Clock wires, drivers and flops:
The bar under the picture is 50 um long.
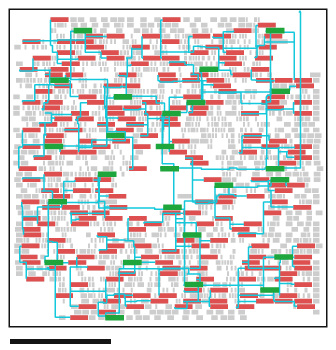
A small window of the routed layout:
Window x 58 to 98, y 27 to 67 um. Cells in grey, sequential cells in the stronger grey; small squares are vias.
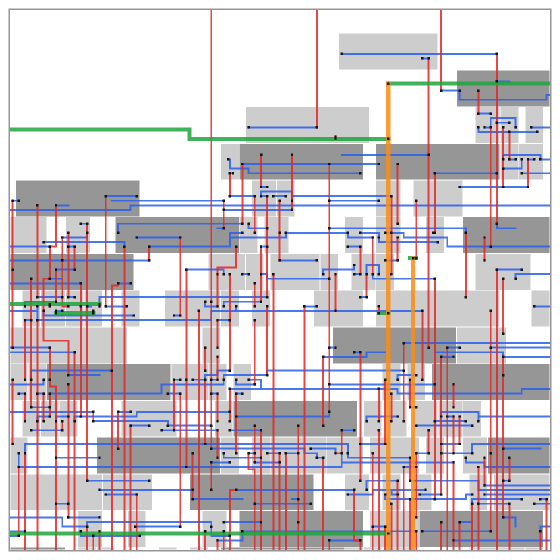
Placement view:
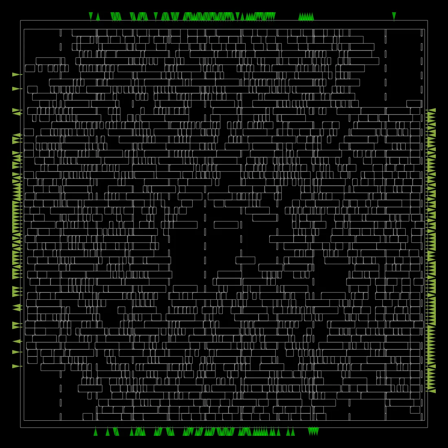
==> src/rtl/axilite_slave_if.sv <==
// AXI-Lite AW/W/AR/R channel bundle as seen by the responder (no B channel, no RRESP).
interface axilite_slave_if;
    logic        awvalid;
    logic [31:0] awaddr;
    logic        awready;
    logic        wvalid;
    logic [31:0] wdata;
    logic [3:0]  wstrb;
    logic        wready;
    logic        arvalid;
    logic [31:0] araddr;
    logic        arready;
    logic        rvalid;
    logic [31:0] rdata;
    logic        rready;

    modport master (
        output awvalid, awaddr, wvalid, wdata, wstrb, arvalid, araddr, rready,
        input  awready, wready, arready, rvalid, rdata
    );

    modport slave (
        input  awvalid, awaddr, wvalid, wdata, wstrb, arvalid, araddr, rready,
        output awready, wready, arready, rvalid, rdata
    );
endinterface

==> src/rtl/axilite_slave.sv <==
// AXI-Lite responder: one write and one read in flight, funnelled onto a shared
// request/ack backend port with round-robin tie breaking and an ack timeout.
module axilite_slave #(
    parameter int unsigned TIMEOUT_CYC   = 255,
    parameter logic [31:0] TIMEOUT_RDATA = 32'hFFFF_FFFF
) (
    input  logic                  axi_aclk,
    input  logic                  axi_aresetn,
    axilite_slave_if.slave        axi,
    output logic                  bk_req,
    output logic                  bk_we,
    output logic [31:0]           bk_addr,
    output logic [31:0]           bk_wdata,
    output logic [3:0]            bk_wstrb,
    input  logic                  bk_ack,
    input  logic [31:0]           bk_rdata,
    output logic                  bk_timeout
);

    localparam bit              TimeoutEn = (TIMEOUT_CYC != 0);
    localparam int unsigned     CntW      = (TIMEOUT_CYC > 0) ? $clog2(TIMEOUT_CYC + 1) : 1;
    localparam logic [CntW-1:0] CntMax    = CntW'(TIMEOUT_CYC);
    localparam logic [CntW-1:0] CntLast   = CntW'(TIMEOUT_CYC - 1);

    typedef enum logic [1:0] {StWAddr, StWData, StWPend} w_state_e;
    typedef enum logic [1:0] {StRAddr, StRPend, StRData} r_state_e;
    typedef enum logic [1:0] {StBIdle, StBWr, StBRd} b_state_e;

    w_state_e        w_state_q;
    logic            awready_q, wready_q;
    logic [31:0]     waddr_q, wdata_q;
    logic [3:0]      wstrb_q;

    r_state_e        r_state_q;
    logic            arready_q, rvalid_q;
    logic [31:0]     rdata_q, raddr_q;

    b_state_e        b_state_q;
    logic            bk_req_q, bk_we_q, bk_timeout_q, last_wr_q;
    logic [31:0]     bk_addr_q, bk_wdata_q;
    logic [3:0]      bk_wstrb_q;
    logic [CntW-1:0] cnt_q;

    logic            w_pend, r_pend, grant_wr, grant_rd;
    logic            expire, bk_end, wr_done, rd_done;
    logic [31:0]     wdata_nxt, raddr_nxt;
    logic [3:0]      wstrb_nxt;

    // A transaction counts as pending on the very edge it enters its PEND state,
    // so the backend grant lands on that same edge.
    always_comb begin
        w_pend    = (w_state_q == StWPend) || ((w_state_q == StWData) && axi.wvalid);
        r_pend    = (r_state_q == StRPend) ||
                    ((r_state_q == StRAddr) && axi.arvalid && arready_q);
        grant_wr  = (b_state_q == StBIdle) && w_pend && (!r_pend || !last_wr_q);
        grant_rd  = (b_state_q == StBIdle) && r_pend && !grant_wr;
        expire    = TimeoutEn && bk_req_q && !bk_ack && (cnt_q == CntLast);
        bk_end    = bk_req_q && (bk_ack || expire);
        wr_done   = bk_end && (b_state_q == StBWr);
        rd_done   = bk_end && (b_state_q == StBRd);
        wdata_nxt = (w_state_q == StWData) ? axi.wdata : wdata_q;
        wstrb_nxt = (w_state_q == StWData) ? axi.wstrb : wstrb_q;
        raddr_nxt = (r_state_q == StRAddr) ? axi.araddr : raddr_q;
    end

    always_ff @(posedge axi_aclk or negedge axi_aresetn) begin
        if (!axi_aresetn) begin
            w_state_q <= StWAddr;
            awready_q <= 1'b0;
            wready_q  <= 1'b0;
            waddr_q   <= '0;
            wdata_q   <= '0;
            wstrb_q   <= '0;
        end else begin
            case (w_state_q)
                StWAddr: begin
                    if (axi.awvalid && awready_q) begin
                        waddr_q   <= axi.awaddr;
                        awready_q <= 1'b0;
                        wready_q  <= 1'b1;
                        w_state_q <= StWData;
                    end else begin
                        awready_q <= 1'b1;
                    end
                end
                StWData: begin
                    if (axi.wvalid) begin
                        wdata_q   <= axi.wdata;
                        wstrb_q   <= axi.wstrb;
                        wready_q  <= 1'b0;
                        w_state_q <= StWPend;
                    end
                end
                StWPend: begin
                    if (wr_done) begin
                        awready_q <= 1'b1;
                        w_state_q <= StWAddr;
                    end
                end
                default: w_state_q <= StWAddr;
            endcase
        end
    end

    always_ff @(posedge axi_aclk or negedge axi_aresetn) begin
        if (!axi_aresetn) begin
            r_state_q <= StRAddr;
            arready_q <= 1'b0;
            rvalid_q  <= 1'b0;
            rdata_q   <= '0;
            raddr_q   <= '0;
        end else begin
            case (r_state_q)
                StRAddr: begin
                    if (axi.arvalid && arready_q) begin
                        raddr_q   <= axi.araddr;
                        arready_q <= 1'b0;
                        r_state_q <= StRPend;
                    end else begin
                        arready_q <= 1'b1;
                    end
                end
                StRPend: begin
                    if (rd_done) begin
                        rvalid_q  <= 1'b1;
                        rdata_q   <= bk_ack ? bk_rdata : TIMEOUT_RDATA;
                        r_state_q <= StRData;
                    end
                end
                StRData: begin
                    if (axi.rready) begin
                        rvalid_q  <= 1'b0;
                        rdata_q   <= '0;
                        arready_q <= 1'b1;
                        r_state_q <= StRAddr;
                    end
                end
                default: r_state_q <= StRAddr;
            endcase
        end
    end

    always_ff @(posedge axi_aclk or negedge axi_aresetn) begin
        if (!axi_aresetn) begin
            b_state_q    <= StBIdle;
            bk_req_q     <= 1'b0;
            bk_we_q      <= 1'b0;
            bk_addr_q    <= '0;
            bk_wdata_q   <= '0;
            bk_wstrb_q   <= '0;
            bk_timeout_q <= 1'b0;
            cnt_q        <= '0;
            last_wr_q    <= 1'b0;
        end else begin
            bk_timeout_q <= 1'b0;
            case (b_state_q)
                StBIdle: begin
                    cnt_q <= '0;
                    // Round-robin state only moves on a genuine tie.
                    if (w_pend && r_pend) begin
                        last_wr_q <= grant_wr;
                    end
                    if (grant_wr) begin
                        b_state_q  <= StBWr;
                        bk_req_q   <= 1'b1;
                        bk_we_q    <= 1'b1;
                        bk_addr_q  <= waddr_q;
                        bk_wdata_q <= wdata_nxt;
                        bk_wstrb_q <= wstrb_nxt;
                    end else if (grant_rd) begin
                        b_state_q  <= StBRd;
                        bk_req_q   <= 1'b1;
                        bk_we_q    <= 1'b0;
                        bk_addr_q  <= raddr_nxt;
                        bk_wdata_q <= '0;
                        bk_wstrb_q <= '0;
                    end
                end
                StBWr, StBRd: begin
                    if (bk_end) begin
                        b_state_q    <= StBIdle;
                        bk_req_q     <= 1'b0;
                        bk_we_q      <= 1'b0;
                        bk_addr_q    <= '0;
                        bk_wdata_q   <= '0;
                        bk_wstrb_q   <= '0;
                        bk_timeout_q <= expire;
                        cnt_q        <= '0;
                    end else if (TimeoutEn && (cnt_q != CntMax)) begin
                        cnt_q <= cnt_q + 1'b1;
                    end
                end
                default: b_state_q <= StBIdle;
            endcase
        end
    end

    assign axi.awready = awready_q;
    assign axi.wready  = wready_q;
    assign axi.arready = arready_q;
    assign axi.rvalid  = rvalid_q;
    assign axi.rdata   = rdata_q;
    assign bk_req      = bk_req_q;
    assign bk_we       = bk_we_q;
    assign bk_addr     = bk_addr_q;
    assign bk_wdata    = bk_wdata_q;
    assign bk_wstrb    = bk_wstrb_q;
    assign bk_timeout  = bk_timeout_q;

endmodule

==> src/flat_wrapper.sv <==
// flat-port wrapper written by rule: the top's interface ports become plain ports
module axilite_slave_flat 
#(
    parameter int unsigned TIMEOUT_CYC   = 255,
    parameter logic [31:0] TIMEOUT_RDATA = 32'hFFFF_FFFF
)
  (axi_aclk, axi_aresetn, bk_req, bk_we, bk_addr, bk_wdata, bk_wstrb, bk_ack, bk_rdata, bk_timeout, axi_awvalid, axi_awaddr, axi_wvalid, axi_wdata, axi_wstrb, axi_arvalid, axi_araddr, axi_rready, axi_awready, axi_wready, axi_arready, axi_rvalid, axi_rdata);
  axilite_slave_if axi_i ();
  input  logic axi_aclk;
  input  logic axi_aresetn;
  output logic bk_req;
  output logic bk_we;
  output logic [31:0] bk_addr;
  output logic [31:0] bk_wdata;
  output logic [3:0] bk_wstrb;
  input  logic bk_ack;
  input  logic [31:0] bk_rdata;
  output logic bk_timeout;
  input wire logic [$bits(axi_i.awvalid)-1:0] axi_awvalid;
  input wire logic [$bits(axi_i.awaddr)-1:0] axi_awaddr;
  input wire logic [$bits(axi_i.wvalid)-1:0] axi_wvalid;
  input wire logic [$bits(axi_i.wdata)-1:0] axi_wdata;
  input wire logic [$bits(axi_i.wstrb)-1:0] axi_wstrb;
  input wire logic [$bits(axi_i.arvalid)-1:0] axi_arvalid;
  input wire logic [$bits(axi_i.araddr)-1:0] axi_araddr;
  input wire logic [$bits(axi_i.rready)-1:0] axi_rready;
  output wire logic [$bits(axi_i.awready)-1:0] axi_awready;
  output wire logic [$bits(axi_i.wready)-1:0] axi_wready;
  output wire logic [$bits(axi_i.arready)-1:0] axi_arready;
  output wire logic [$bits(axi_i.rvalid)-1:0] axi_rvalid;
  output wire logic [$bits(axi_i.rdata)-1:0] axi_rdata;
  assign axi_i.awvalid = axi_awvalid;
  assign axi_i.awaddr = axi_awaddr;
  assign axi_i.wvalid = axi_wvalid;
  assign axi_i.wdata = axi_wdata;
  assign axi_i.wstrb = axi_wstrb;
  assign axi_i.arvalid = axi_arvalid;
  assign axi_i.araddr = axi_araddr;
  assign axi_i.rready = axi_rready;
  assign axi_awready = axi_i.awready;
  assign axi_wready = axi_i.wready;
  assign axi_arready = axi_i.arready;
  assign axi_rvalid = axi_i.rvalid;
  assign axi_rdata = axi_i.rdata;
  axilite_slave #(.TIMEOUT_CYC(TIMEOUT_CYC), .TIMEOUT_RDATA(TIMEOUT_RDATA)) u_core (.axi_aclk(axi_aclk), .axi_aresetn(axi_aresetn), .axi(axi_i), .bk_req(bk_req), .bk_we(bk_we), .bk_addr(bk_addr), .bk_wdata(bk_wdata), .bk_wstrb(bk_wstrb), .bk_ack(bk_ack), .bk_rdata(bk_rdata), .bk_timeout(bk_timeout));
endmodule
==> config.mk <==
export PLATFORM = sky130hd
export DESIGN_NAME = axilite_slave_flat
export DESIGN_NICKNAME = d
export VERILOG_FILES = /design/src/rtl/axilite_slave_if.sv /design/src/rtl/axilite_slave.sv /design/src/flat_wrapper.sv
export SDC_FILE = /design/constraint.sdc
export NUM_CORES = 1
export LEC_CHECK = 0
export ABC_AREA = 1
export ABC_CLOCK_PERIOD_IN_PS = 4090
export CAP_MARGIN = 5
export CORE_UTILIZATION = 45
export DETAILED_ROUTE_END_ITERATION = 8
export PLACE_DENSITY = 0.73
export REMOVE_ABC_BUFFERS = 1
export SYNTH_ARGS = -nofsm -noshare
export SYNTH_HDL_FRONTEND = slang
export SYNTH_SLANG_ARGS = --single-unit
==> constraint.sdc <==
create_clock -name axi_aclk -period 4.09 [get_ports axi_aclk]
set_clock_uncertainty 0.2 [all_clocks]
set_input_delay 0.6135 -clock axi_aclk [delete_from_list [all_inputs] [get_ports axi_aclk]]
set_output_delay 0.6135 -clock axi_aclk [all_outputs]
set_load 0.03 [all_outputs]
==> flow_metrics.py <==
# Generated from Yosys and OpenROAD reports
metrics = {
    "run_status": {
        "status": "finished with violations",
        "violations": "hold timing",
    },
    "flow_run": {
        "maxCapViolations": 0,
        "warnings": 31,
    },
    "worst_setup_path": {
        "cp.arrival_ns": 3.06,
        "crit_type": "flip-flop to flip-flop",
        "r2r_start": "u_core.b_state_q[0]",
        "endpoint": "u_core.cnt_q[6]",
        "timing.critical_path.from": "u_core.b_state_q[0]",
        "reg2reg_to": "u_core.cnt_q[6]",
        "path_cells": "inv_1 -> ha_2 -> buf_4 -> nor2_1 -> inv_1 -> nand2_1 -> inv_1 -> nand3_1 -> xor2_1 -> nor2_1",
        "startpoint_type": "flip-flop",
        "worst-path-buf-inv": 4,
        "crit_path_frequent_cell": "inv_1",
        "critPathTopFamily": "buffers and inverters",
        "cp_max_fo": 52,
        "r2r_setup_slack_ns": 1.23,
    },
    "global_route": {
        "use_met3_pct": 3.722,
        "grt.busiest_layer": "met2",
        "grt_first_pass_wirelength_mm": 45.84,
        "grt.overflow.total": 0,
        "grt_util_met2_pct": 39.89,
    },
    "final_layout": {
        "diodes": 0,
        "dominant_cells": "sequential cells",
        "signal_buffers": 265,
        "sh_comb_area_pct": 30.68,
        "inv_count": 99,
        "clk_share_pct": 5.911,
        "area_delta_synth_final_pct": 32.86,
    },
    "placement": {
        "dp_hpwl_mm": 17.87,
        "placed_cell_area_um2": 13290,
        "dp.cells": 1813,
    },
    "pwr": {
        "power_frac_comb_pct": 19.4,
        "power_mw": 6.257,
        "p_comb_mw": 1.21,
        "p_leak_nw": 6.704,
        "p_switching_mw": 1.696,
        "clkPwrFrac_pct": 36.3,
    },
    "detailed_routing": {
        "firstDrtPassIters": 5,
        "wl_mm": 28.13,
        "post-route-drc-count": 0,
        "m1WireLength_mm": 12.16,
    },
    "synth": {
        "synthFlopType": "dfrtp_1",
        "top_cells_by_count": "nand2_1, dfrtp_1, nor2_1",
        "synth_top_cell_by_area": "dfrtp_1",
        "top_cell": "nand2_1",
        "synth_chip_area_um2": 10630,
        "ys_seq_share_pct": 52.27,
        "adder_share_pct": 0.7064,
        "async_flop_share_pct": 100.0,
        "avgSynthCellArea_um2": 8.033,
        "netlist.area_leader.share_pct": 52.27,
        "yosys_cells": 1323,
    },
    "sta": {
        "hold_violations": 22,
        "holdWs_ns": -0.04603,
        "setup_violations": 0,
    },
    "cts": {
        "hold_buffers": 0,
        "post_cts_resize_count": 0,
        "cts_root_buffer": "clkbuf_16",
        "cts_buffers": 25,
        "max-clock-path-buffers": 3,
        "cts_setup_buffers": 0,
    },
    "die": {
        "chipArea_um2": 24240,
        "io_pins": 246,
    },
    "worst_hold_path": {
        "min_path_type": "input port to asynchronous set/reset pin",
    },
}
## Picture notes: 'clock wires, drivers and flops'
Key: red = flip-flops [count 222]; cyan = clock wires [length 2900 um]; green = clock-net drivers [count 25]
Position of the flops: all over the die.

## Picture notes: 'a small window of the routed layout'
Key: green = M3; red = M2; blue = M1; orange = M4
Sequential cells in the window: 16. 91 logic cells have their middle in the window. Most frequent: nand2_1 (21), dfrtp_1 (16), nor2_1 (11). Netlist names of flops here include u_core.raddr_q (8), u_core.waddr_q (6), u_core.bk_addr (2).

## Picture notes: 'placement view'
Seq area share: 39.34%
Core Region: 22920 um2
Well Taps: 313
sequential cells: 222
fin util: 61.62%

Power and IR drop assume default switching activity.
